<file path="src/rtl/counter_arb_pkg.sv">
// Purpose: shared types and constants for the counter arbiter slice.
// Latency: n/a (declarations only).
// Backpressure: n/a.
package counter_arb_pkg;

    typedef enum logic [1:0] {
        IDLE = 2'd0,
        RUN  = 2'd1,
        DONE = 2'd2
    } arb_state_t;

    localparam int REQ_UP    = 0;
    localparam int REQ_DN    = 1;

    localparam int DEF_WIDTH = 8;
    localparam int DEF_LEN_W = 4;

endpackage

</file>
<file path="src/rtl/counter_core.sv">
// Purpose: WIDTH-bit up/down counter register; steps by one when en is high.
// Latency: count updates on the edge after en/dir are presented.
// Backpressure: none; en is the only hold control.
//
// Ports: clk, reset (sync, active-high), en (step enable), dir (1=up, 0=down),
//        count (current value).
// Build option: COUNTER_ARB_SAT_EN selects saturating arithmetic instead of
//               modulo wrap.
module counter_core #(
    parameter int WIDTH = counter_arb_pkg::DEF_WIDTH
) (
    input  logic             clk,
    input  logic             reset,
    input  logic             en,
    input  logic             dir,
    output logic [WIDTH-1:0] count
);

    logic [WIDTH-1:0] count_nxt;

    always_comb begin
        count_nxt = count;
        if (en) begin
`ifdef COUNTER_ARB_SAT_EN
            // Clamp at the rails instead of wrapping.
            if (dir && (count != {WIDTH{1'b1}}))
                count_nxt = count + WIDTH'(1);
            else if (!dir && (count != '0))
                count_nxt = count - WIDTH'(1);
`else
            count_nxt = dir ? (count + WIDTH'(1)) : (count - WIDTH'(1));
`endif
        end
    end

    always_ff @(posedge clk) begin
        if (reset)
            count <= '0;
        else
            count <= count_nxt;
    end

endmodule

</file>
<file path="src/rtl/counter_arbiter.sv">
// Purpose: round-robin share of one up/down counter between an up and a down requester.
// Latency: grant one edge after req; N steps on the next N edges; done in the cycle after.
// Backpressure: requester holds req until done; dropping req mid-burst aborts it.
//
// Ports: clk, reset (sync, active-high), req[1:0] (0=up, 1=down), len0/len1
//        (burst lengths sampled at grant), grant (one-hot), busy (RUN or DONE),
//        done (one-cycle completion pulse), count (shared counter value).
// Build option: COUNTER_ARB_SAT_EN makes the count saturate (handled in counter_core).
module counter_arbiter
    import counter_arb_pkg::*;
#(
    parameter int WIDTH = DEF_WIDTH,
    parameter int LEN_W = DEF_LEN_W
) (
    input  logic             clk,
    input  logic             reset,
    input  logic [1:0]       req,
    input  logic [LEN_W-1:0] len0,
    input  logic [LEN_W-1:0] len1,
    output logic [1:0]       grant,
    output logic             busy,
    output logic             done,
    output logic [WIDTH-1:0] count
);

    arb_state_t       state, state_nxt;
    logic [1:0]       grant_nxt;
    logic [LEN_W-1:0] remaining, remaining_nxt;
    logic             last, last_nxt;
    logic             win;
    logic [LEN_W-1:0] win_len;
    logic             gidx;
    logic             granted_req;

    // Index of the current owner and whether it is still asking.
    assign gidx        = grant[REQ_DN];
    assign granted_req = |(req & grant);

    always_ff @(posedge clk) begin
        if (reset) begin
            state     <= IDLE;
            grant     <= 2'b00;
            remaining <= '0;
            last      <= 1'b1;   // requester 0 wins the first contention
        end else begin
            state     <= state_nxt;
            grant     <= grant_nxt;
            remaining <= remaining_nxt;
            last      <= last_nxt;
        end
    end

    always_comb begin
        state_nxt     = state;
        grant_nxt     = grant;
        remaining_nxt = remaining;
        last_nxt      = last;
        win           = 1'b0;
        win_len       = len0;
        case (state)
            IDLE: begin
                if (|req) begin
                    // On contention the requester that was not served last wins.
                    win           = (req[REQ_UP] && (!req[REQ_DN] || last)) ? 1'b0 : 1'b1;
                    win_len       = win ? len1 : len0;
                    grant_nxt     = win ? 2'b10 : 2'b01;
                    remaining_nxt = win_len;
                    state_nxt     = (win_len != '0) ? RUN : DONE;
                end
            end
            RUN: begin
                if (!granted_req) begin
                    // Owner withdrew: release without stepping and without done.
                    state_nxt = IDLE;
                    grant_nxt = 2'b00;
                    last_nxt  = gidx;
                end else begin
                    remaining_nxt = remaining - LEN_W'(1);
                    if (remaining == LEN_W'(1))
                        state_nxt = DONE;
                end
            end
            DONE: begin
                state_nxt = IDLE;
                grant_nxt = 2'b00;
                last_nxt  = gidx;
            end
            default: begin
                state_nxt = IDLE;
                grant_nxt = 2'b00;
            end
        endcase
    end

    assign busy = (state != IDLE);
    assign done = (state == DONE);

    counter_core #(
        .WIDTH(WIDTH)
    ) u_core (
        .clk   (clk),
        .reset (reset),
        .en    ((state == RUN) && granted_req),
        .dir   (grant[REQ_UP]),
        .count (count)
    );

endmodule

</file>
<file path="config.mk">
export PLATFORM = sky130hd
export DESIGN_NAME = counter_arbiter
export DESIGN_NICKNAME = d
export VERILOG_FILES = /design/src/rtl/counter_arb_pkg.sv /design/src/rtl/counter_core.sv /design/src/rtl/counter_arbiter.sv
export SDC_FILE = /design/constraint.sdc
export NUM_CORES = 1
export LEC_CHECK = 0
export CAP_MARGIN = 20
export CORE_MARGIN = 5
export CORE_UTILIZATION = 55
export CTS_CLUSTER_DIAMETER = 100
export DETAILED_ROUTE_END_ITERATION = 10
export MAX_ROUTING_LAYER = met4
export PLACE_DENSITY = 0.89
export SLEW_MARGIN = 20
export SYNTH_ARGS = -nofsm -noshare
export SYNTH_HDL_FRONTEND = slang
export SYNTH_SLANG_ARGS = --single-unit
</file>
<file path="constraint.sdc">
create_clock -name clk -period 3.7 [get_ports clk]
set_input_delay 0.555 -clock clk [delete_from_list [all_inputs] [get_ports clk]]
set_output_delay 0.555 -clock clk [all_outputs]
set_load 0.02 [all_outputs]
</file>
==> images/metal_stack.png <==
Only two layers are drawn.
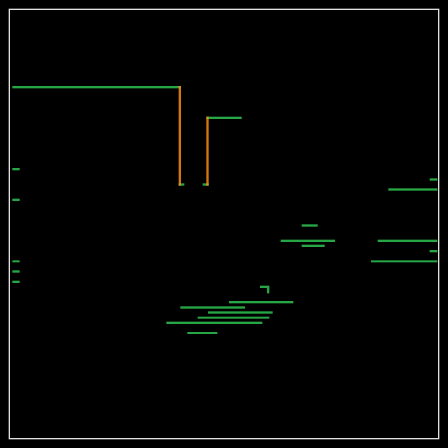
Orange marks met4, wire length 21.8 µm. Green marks met3, wire length 117 µm.
via count: 1147
routed length per instance: 13.4 µm

==> images/final_congestion.png <==
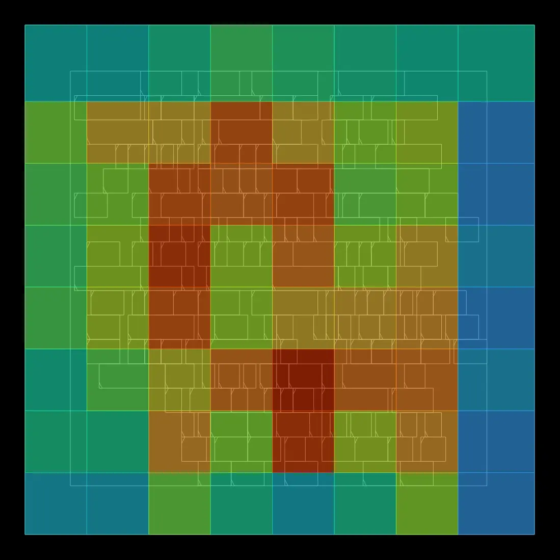
grt met1 use: 22.7%
Global Route Usage Sum: 18.7%
GR Util met3: 3.68%

==> out/qor.txt <==
Final Power: 0.498 mW
Synth area leaders: dfxtp_1 (28%), ha_1 (8.3%), a21oi_1 (7.9%)
via/cell ratio: 5.79
Basic Gates by Area: 24.8%
final hold vios: 0
seq pwr: 0.215 mW
Core Area: 2150 µm²
Top logic family: AND-OR/OR-AND gates
fin worst setup slack: 1.43 ns
leading area contributor after synthesis: dfxtp_1
Sequential Power Share: 43.1%
Dominant cell area share: 28.2%
Mapped Nets: 170
Mux cell area share: 4.36%
worst clock skew: 0.00794 ns
crit-path max FO: 7
vias in the first global route: 1125
CP max stage delay: 0.45 ns
post-synthesis instance total: 149
placed instance count: 194
Yosys Instances: 149
Pwr top: registers
clock share of power: 20.5%
Final Core Density: 68.0%
Total Wirelength: 2660 µm
Int Power: 0.324 mW
CP max-delay cell: dfxtp_1
CP required: 3.89 ns
Logic pwr share: 36.4%
crit start category: flip-flop
area figure in the yosys stat output: 1210 µm²
CTS tree: built
Post-synth seq share: 28.2%
CP Depth: 7
Comb group: 0.181 mW
yosys aoi share: 25.3%
XOR Share, Synth: 2.90%
post-route minimum period: 2.27 ns
CP Cell Sequence: inv_1 -> ha_1 -> a21oi_4 -> a211oi_2 -> or3_1 -> a21oi_1 -> mux2_1
hold depth: 2
crit path to: u_core.count[7]
setup TNS: 0 ns
min-delay src: u_core.count[4]
CTS sink count: 17
Rel. slew slack: 55.4%
CP Capture Type: flip-flop
clk slew on worst S/H paths: 0.11 ns
Clock Power: 0.102 mW
GPL Wtd Cong: 0.838
die width: 56.8 µm
H-tree depth: 1
largest net degree at the start of global routing: 20
status: finished clean
YS warnings: 0
measured slew at the worst slew-check pin: 0.667 ns
flip-flops with a built-in enable: 0
cell area after layout: 1460 µm²
area delta synth->final: 21.1%
cts repair resizes: 0
syn avg cell area: 8.10 µm²
most used logic cell in the final layout: clkdlybuf4s50_1
buffers inserted by post-CTS timing repair: 0
DRC violations left: 0
RSZ-0062 raised after global routing: no
Skew-Pair Late Insertion Delay: 0.30 ns
PortBufs: 23
Adder-Cell Fraction of Synth Area: 9.96%
most frequent cells after synthesis: nand2_1 (20), a21oi_1 (19), dfxtp_1 (17)
Pre-Repair DR Iteration Count: 4
hold endpoint: u_core.count[4]
Layout Nets: 192
maxcap violations: 0
tool warning count: 27
count leader, synth: nand2_1
r2r setup slk: 1.43 ns
[final cells by class]
cell class / instances / area [µm²] / share of cell area (%)
multi-input combinational: 122 / 812 / 55.6
sequential: 17 / 340 / 23.3
timing repair buffer: 23 / 230 / 15.8
tap: 28 / 35.0 / 2.40
clock buffer: 3 / 22.5 / 1.54
inverter: 4 / 15.0 / 1.03
clock inverter: 1 / 5.00 / 0.343
[per-layer routing]
metal,GRT usage (%),up-vias,share of wire (%)
met3,3.68,4,4.4
met5,-,-,0
met1,22.7,533,46
met2,31.2,34,49
li1,-,576,-
met4,5.63,0,0.79
Power figures rest on the tool's default switching activity, not on a simulated workload.
